[src/rtl/inst_loader_pkg.sv]
// rtl/inst_loader_pkg.sv - shared loader types: FSM state encoding, RAM address width, word-count decode
package inst_loader_pkg;

    localparam int ADDR_W = 12;
    localparam int CNT_W  = ADDR_W + 1;

    typedef enum logic [2:0] {
        ST_IDLE  = 3'd0,
        ST_ADR_L = 3'd1,
        ST_ADR_H = 3'd2,
        ST_CNT_L = 3'd3,
        ST_CNT_H = 3'd4,
        ST_DATA  = 3'd5,
        ST_CSUM  = 3'd6
    } state_e;

    // A zero count field means a full 4096-word load.
    function automatic logic [CNT_W-1:0] word_count(input logic [7:0] lo, input logic [3:0] hi);
        logic [ADDR_W-1:0] raw;
        raw = {hi, lo};
        return (raw == '0) ? CNT_W'(1 << ADDR_W) : {1'b0, raw};
    endfunction

endpackage

[src/rtl/inst_loader_if.sv]
// rtl/inst_loader_if.sv - byte receive input and instruction RAM write / status bundle
interface inst_loader_if;
    import inst_loader_pkg::*;

    logic [7:0]        rx_data;
    logic              rx_valid;
    logic [ADDR_W-1:0] ram_wadr;
    logic [31:0]       ram_wdata;
    logic              ram_wen;
    logic              load_busy;
    logic              load_done;
    logic              load_err;

    modport master (
        input  rx_data, rx_valid,
        output ram_wadr, ram_wdata, ram_wen, load_busy, load_done, load_err
    );

    modport slave (
        output rx_data, rx_valid,
        input  ram_wadr, ram_wdata, ram_wen, load_busy, load_done, load_err
    );

endinterface

[src/rtl/inst_loader.sv]
// rtl/inst_loader.sv - framed serial-byte loader writing 32-bit words into instruction RAM
module inst_loader
    import inst_loader_pkg::*;
#(
    parameter int          TIMEOUT_CYCLES = 1000000,
    parameter logic [7:0]  HDR_BYTE       = 8'hA5
) (
    input  logic           clk,
    input  logic           rst,
    inst_loader_if.master  bus
);

    localparam int TMO_W = $clog2(TIMEOUT_CYCLES + 1);
    // The counter reaches TIMEOUT_CYCLES-1 on the same edge that registers the abort.
    localparam logic [TMO_W-1:0] TMO_LAST = TMO_W'(TIMEOUT_CYCLES - 2);

    state_e            state_q, state_d;
    logic [ADDR_W-1:0] adr_q, adr_d;
    logic [CNT_W-1:0]  cnt_q, cnt_d;
    logic [1:0]        byte_idx_q, byte_idx_d;
    logic [31:0]       word_q, word_d;
    logic [7:0]        csum_q, csum_d;
    logic [TMO_W-1:0]  tmo_q, tmo_d;
    logic              wen_q, wen_d;
    logic [ADDR_W-1:0] wadr_q, wadr_d;
    logic [31:0]       wdata_q, wdata_d;
    logic              busy_q, busy_d;
    logic              done_q, done_d;
    logic              err_q, err_d;

    logic              expire;

    always_comb begin
        state_d    = state_q;
        adr_d      = adr_q;
        cnt_d      = cnt_q;
        byte_idx_d = byte_idx_q;
        word_d     = word_q;
        csum_d     = csum_q;
        wen_d      = 1'b0;
        wadr_d     = wadr_q;
        wdata_d    = wdata_q;
        done_d     = 1'b0;
        err_d      = 1'b0;

        expire = (state_q != ST_IDLE) && !bus.rx_valid && (tmo_q == TMO_LAST);

        if (state_q == ST_IDLE || bus.rx_valid) begin
            tmo_d = '0;
        end else begin
            tmo_d = tmo_q + 1'b1;
        end

        if (bus.rx_valid) begin
            case (state_q)
                ST_IDLE: begin
                    if (bus.rx_data == HDR_BYTE) begin
                        state_d    = ST_ADR_L;
                        csum_d     = '0;
                        byte_idx_d = '0;
                    end
                end
                ST_ADR_L: begin
                    adr_d[7:0] = bus.rx_data;
                    state_d    = ST_ADR_H;
                end
                ST_ADR_H: begin
                    adr_d[ADDR_W-1:8] = bus.rx_data[3:0];
                    state_d           = ST_CNT_L;
                end
                ST_CNT_L: begin
                    cnt_d   = CNT_W'(bus.rx_data);
                    state_d = ST_CNT_H;
                end
                ST_CNT_H: begin
                    cnt_d   = word_count(cnt_q[7:0], bus.rx_data[3:0]);
                    state_d = ST_DATA;
                end
                ST_DATA: begin
                    // Shift in from the top so the first byte ends up in [7:0].
                    word_d     = {bus.rx_data, word_q[31:8]};
                    csum_d     = csum_q + bus.rx_data;
                    byte_idx_d = byte_idx_q + 2'd1;
                    if (byte_idx_q == 2'd3) begin
                        wen_d   = 1'b1;
                        wadr_d  = adr_q;
                        wdata_d = {bus.rx_data, word_q[31:8]};
                        adr_d   = adr_q + 12'd1;
                        cnt_d   = cnt_q - 13'd1;
                        if (cnt_q == 13'd1) begin
                            state_d = ST_CSUM;
                        end
                    end
                end
                ST_CSUM: begin
                    state_d = ST_IDLE;
                    done_d  = (bus.rx_data == csum_q);
                    err_d   = (bus.rx_data != csum_q);
                end
                default: state_d = ST_IDLE;
            endcase
        end else if (expire) begin
            state_d = ST_IDLE;
            err_d   = 1'b1;
        end

        busy_d = (state_d != ST_IDLE);
    end

    always_ff @(posedge clk or posedge rst) begin
        if (rst) begin
            state_q    <= ST_IDLE;
            adr_q      <= '0;
            cnt_q      <= '0;
            byte_idx_q <= '0;
            word_q     <= '0;
            csum_q     <= '0;
            tmo_q      <= '0;
            wen_q      <= 1'b0;
            wadr_q     <= '0;
            wdata_q    <= '0;
            busy_q     <= 1'b0;
            done_q     <= 1'b0;
            err_q      <= 1'b0;
        end else begin
            state_q    <= state_d;
            adr_q      <= adr_d;
            cnt_q      <= cnt_d;
            byte_idx_q <= byte_idx_d;
            word_q     <= word_d;
            csum_q     <= csum_d;
            tmo_q      <= tmo_d;
            wen_q      <= wen_d;
            wadr_q     <= wadr_d;
            wdata_q    <= wdata_d;
            busy_q     <= busy_d;
            done_q     <= done_d;
            err_q      <= err_d;
        end
    end

    assign bus.ram_wen   = wen_q;
    assign bus.ram_wadr  = wadr_q;
    assign bus.ram_wdata = wdata_q;
    assign bus.load_busy = busy_q;
    assign bus.load_done = done_q;
    assign bus.load_err  = err_q;

endmodule
[src/flat_wrapper.sv]
// flat-port wrapper written by rule: the top's interface ports become plain ports
module inst_loader_flat import inst_loader_pkg::*;
#(
    parameter int          TIMEOUT_CYCLES = 1000000,
    parameter logic [7:0]  HDR_BYTE       = 8'hA5
)
  (clk, rst, bus_rx_data, bus_rx_valid, bus_ram_wadr, bus_ram_wdata, bus_ram_wen, bus_load_busy, bus_load_done, bus_load_err);
  inst_loader_if bus_i ();
  input  logic clk;
  input  logic rst;
  input wire logic [$bits(bus_i.rx_data)-1:0] bus_rx_data;
  input wire logic [$bits(bus_i.rx_valid)-1:0] bus_rx_valid;
  output wire logic [$bits(bus_i.ram_wadr)-1:0] bus_ram_wadr;
  output wire logic [$bits(bus_i.ram_wdata)-1:0] bus_ram_wdata;
  output wire logic [$bits(bus_i.ram_wen)-1:0] bus_ram_wen;
  output wire logic [$bits(bus_i.load_busy)-1:0] bus_load_busy;
  output wire logic [$bits(bus_i.load_done)-1:0] bus_load_done;
  output wire logic [$bits(bus_i.load_err)-1:0] bus_load_err;
  assign bus_i.rx_data = bus_rx_data;
  assign bus_i.rx_valid = bus_rx_valid;
  assign bus_ram_wadr = bus_i.ram_wadr;
  assign bus_ram_wdata = bus_i.ram_wdata;
  assign bus_ram_wen = bus_i.ram_wen;
  assign bus_load_busy = bus_i.load_busy;
  assign bus_load_done = bus_i.load_done;
  assign bus_load_err = bus_i.load_err;
  inst_loader #(.TIMEOUT_CYCLES(TIMEOUT_CYCLES), .HDR_BYTE(HDR_BYTE)) u_core (.clk(clk), .rst(rst), .bus(bus_i));
endmodule
[config.mk]
export PLATFORM = sky130hd
export DESIGN_NAME = inst_loader_flat
export DESIGN_NICKNAME = d
export VERILOG_FILES = /design/src/rtl/inst_loader_pkg.sv /design/src/rtl/inst_loader_if.sv /design/src/rtl/inst_loader.sv /design/src/flat_wrapper.sv
export SDC_FILE = /design/constraint.sdc
export NUM_CORES = 1
export LEC_CHECK = 0
export CELL_PAD_IN_SITES_DETAIL_PLACEMENT = 1
export CELL_PAD_IN_SITES_GLOBAL_PLACEMENT = 2
export CORE_ASPECT_RATIO = 0.8
export CORE_MARGIN = 2
export CORE_UTILIZATION = 25
export CTS_CLUSTER_SIZE = 40
export DETAILED_ROUTE_END_ITERATION = 8
export GPL_TIMING_DRIVEN = 0
export PLACE_DENSITY = 0.58
export SKIP_LAST_GASP = 1
export SYNTH_ARGS = -nofsm -noshare
export SYNTH_HDL_FRONTEND = slang
export SYNTH_SLANG_ARGS = --single-unit
export TNS_END_PERCENT = 10
[constraint.sdc]
create_clock -name clk -period 5 [get_ports clk]
set_clock_uncertainty 0.2 [all_clocks]
set_input_delay 0.75 -clock clk [delete_from_list [all_inputs] [get_ports clk]]
set_output_delay 0.75 -clock clk [all_outputs]
set_load 0.02 [all_outputs]
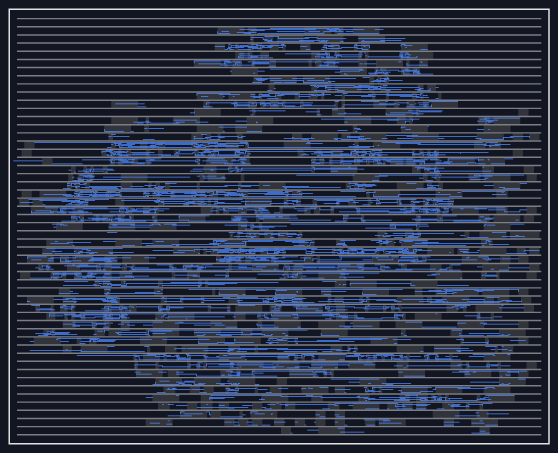
**Above:** metal 1.
Drawn at 3 px/µm. Supply wires on this layer in gray. Cells faint in the background.
649 nets have wire on it. The longest straight run is 63.9 µm.
via count: 4833
GRT met1 Usage: 22.0%
Routed Wire Length: 17.9 mm

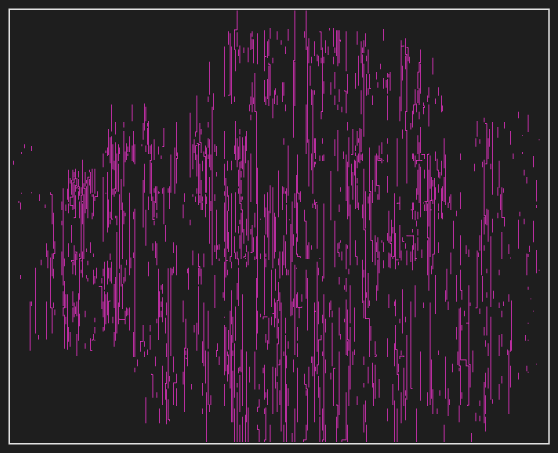
**Above:** metal 2.
Drawn at 3 px/µm.
The wires run mostly vertical. The longest straight run is 52.7 µm. The layer carries 7650 µm of wire. The layer holds 43% of the routed length. 594 nets have wire on it.

==> ci_impl_report.md <==
## PnR job results

| Metric | Value |
|---|---|
| Signal buffers | `just under 90` |
| Clock buffer count | `17` |
| Post-CTS setup buffer count | `0` |
| Main synth FF type | `dfrtp_1` |
| CP bufs+invs | `1` |
| Layout cells sized above 1 | `between 10% and 20%` |
| Synth cell types | `56` |
| Post-Place Worst Slack | `1280 ps` |
| GPL Wtd Cong | `0.776` |
| Crit-path most repeated cell | `a211o_1` |
| Post-synth EDFFs | `0` |
| Clock-cell share of area | `7.57%` |
| Fin worst setup slack | `1690 ps` |
| Largest net degree at the start of global routing | `88` |
| H-tree depth | `4` |
| Commonest cells after routing, fill and taps aside | `dfrtp_1, nand2_1, clkdlybuf4s50_1` |
| CTS root buffer | `clkbuf_16` |
| Inserted Clock Buffers | `17` |
| Static Leak | `3.49 nW` |
| Post-synth top area share | `52.9%` |
| Worst R2R Setup Slack | `around 1900 ps` |
| Logic inverters | `14` |
| CP Max Fanout | `10` |
| Max Transition Viols Final | `0` |
| Dominant class by area | `flip-flops and latches` |
| Met3 WL post-DR | `683 µm` |
| CTS tree | `done` |
| Combinational power | `885 µW` |
| Hold Path End | `u_core.word_q[10]` |
| Sequential share of power | `40.5%` |
| Power Total | `3.58 mW` |
| Simple share | `roughly 17%` |
| Top-count cell post-synth | `dfrtp_1` |
| Clk sinks | `130` |
| R2r worst-path depth | `8` |
| Setup Viol. Count Final | `0` |
| Crit-path max cell delay | `between 800 and 900 ps` |
| Fraction of registers with async set/reset | `100%` |
| Highest Signal Layer | `met4` |
| Setup crit end | `u_core.csum_q[7]` |
| Buffering overhead | `9.30%` |
| Post-Syn Area per Cell | `10.1 µm²` |
| Worst hold slack | `271 ps` |
| Req. time, crit path | `slightly above 5000 ps` |
| Crit path arrival time | `3420 ps` |
| IO Pins | `between 50 and 60` |
| Cell internal pwr | `2.26 mW` |
| Seq/total area | `42.0%` |
| CP top delay family | `AND-OR/OR-AND gates` |
| Critical Path Source | `bus_rx_data[1]` |
| Met2 wire length | `roughly 7.6 mm` |
| Top cells, area | `dfrtp_1, mux2_2, nand2_1` |
| Worst setup path class | `input port to register` |
| Complex Gates by Area | `around 13%` |
| PwrDens | `463 nW/µm²` |
| Hold Vio Cnt, Final | `0` |
| Drt first-iter violations | `244` |
| Placement Cell Area | `~7200 µm²` |
| Tot GR Track Use | `between 10 and 15%` |
| Vias in the first global route | `5060` |
| Fmax | `0.302 GHz` |
| Clk ins delay skew pair | `420 ps` |
| Main logic family after synthesis | `simple AND/OR/NAND/NOR gates` |
| Period utilisation layout | `~66%` |
| R2R Path End | `u_core.cnt_q[3]` |
| Setup TNS | `0 ps` |
| Area growth from synthesis to layout | `25.8%` |
| Most frequent logic cell in the layout | `dfrtp_1` |
| Switching Share | `36.8%` |
| Status | `finished clean` |
| VDD IR-drop max | `around 0.00021 V` |
| Max-cap violation count | `0` |
| Clock network power | `1.25 mW` |
| Top Consumer | `sequential cells` |
| Die area | `roughly 26000 µm²` |
| Taps Inserted | `318` |
| Post-Syn Nets | `635` |
| YS chip area | `6150 µm²` |
| Synth Seq Share | `between 50% and 60%` |
| Critical path endpoint category | `register` |
| Stage-log warning count | `28` |
| NetSw | `1.32 mW` |
| Max Root-Sink Buffers | `2` |
| CORE AREA | `around 24000 µm²` |
| Number of flip-flops under the largest register name | `32` |
| Cts hold-fix bufs | `0` |
| Mapped Cells | `approximately 610` |
| Die Y | `around 140 µm` |
| DRC | `0` |
| Final HPWL DP | `12.4 mm` |
| Placed cells | `986` |
| Fa+ha+maj area frac | `under 10%` |
| Hold WC Path Type | `register to register` |
| RR Startpoint | `u_core.cnt_q[0]` |
| FF+latch count, synth | `130` |
| Min-delay src | `u_core.word_q[10]` |
| Ys cells | `610` |
| Clock transition at the registers of the reported paths | `approximately 60 ps` |
| Fillers | `2804` |
| Critical Path Slowest Stage Cell | `clkdlybuf4s50_1` |
| Worst slew margin | `22.1%` |
| Yosys warns | `0` |
| Synthesized area | `6150 µm²` |
| Post-route ant nets | `0` |
| Post_cts resized | `0` |
| GRT overflow | `0` |
| Buffers on Ports | `about 57` |
| CP Depth | `7` |
| Wire per inst | `17.6 µm` |
| Gate Area | `2730 µm²` |
| Combinational Power Share | `24.7%` |
| Post-Layout Inst Area | `7740 µm²` |
| Startpoint Class | `input port` |
| Fin crit period | `3310 ps` |
| #MultiIn Comb | `436` |
| Std cell rows | `roughly 50` |
| Seq. cell area | `between 3000 and 4000 µm²` |
| P_seq | `1.45 mW` |
| Critical-path cell list | `clkdlybuf4s50_1 -> ha_1 -> a211oi_1 -> o21ai_0 -> a211o_1 -> and3_1 -> a211o_1` |
| Via-per-instance ratio | `4.75` |
| Top cells by count | `dfrtp_1, nand2_1, nor2_1` |
| Registers | `between 100 and 150` |
| Nets | `712` |
| DRT met1 WL | `roughly 9.5 mm` |
| Clock share of power | `between 30% and 40%` |
| Mux share | `8.36%` |
| WHS Path Cells | `2` |
| Yosys top cell by area | `dfrtp_1` |
| Drt pass-1 iters | `4` |
| Worst Max-Slew Pin Slew | `around 1200 ps` |
| Global-route wire length before repair | `29.1 mm` |
| Final Non-Filler Cells | `1018` |
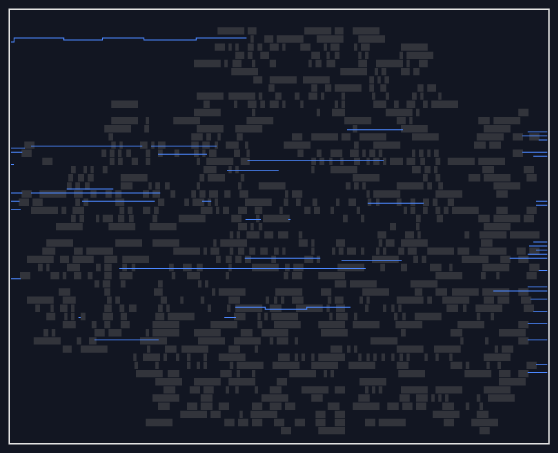
**Above:** metal 3.
Drawn at 3 px/µm. Cells faint in the background.
The layer carries 683 µm of wire. The layer holds 3.8% of the routed length. The longest straight run is 81.9 µm.

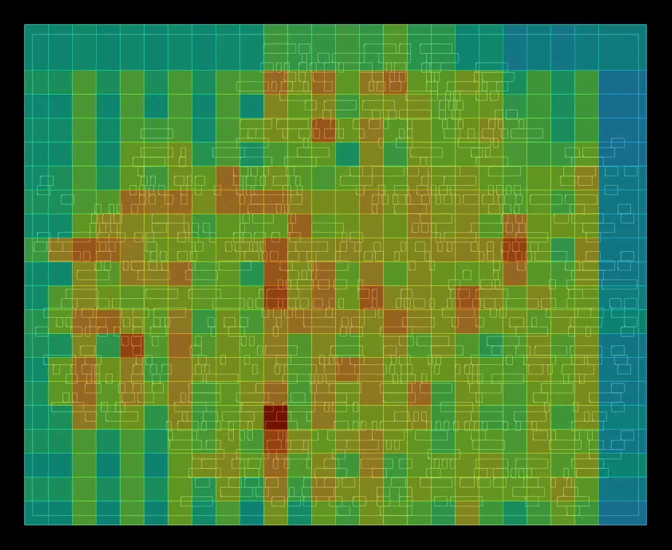
**Above:** track usage over the die.
Util after Layout: 31.9%
Global Route met2 Usage: 21.8%
met3 Track Usage GR: 3.10%
Most Crowded Layer GR: met1

Power is estimated from default activity; no workload was simulated.
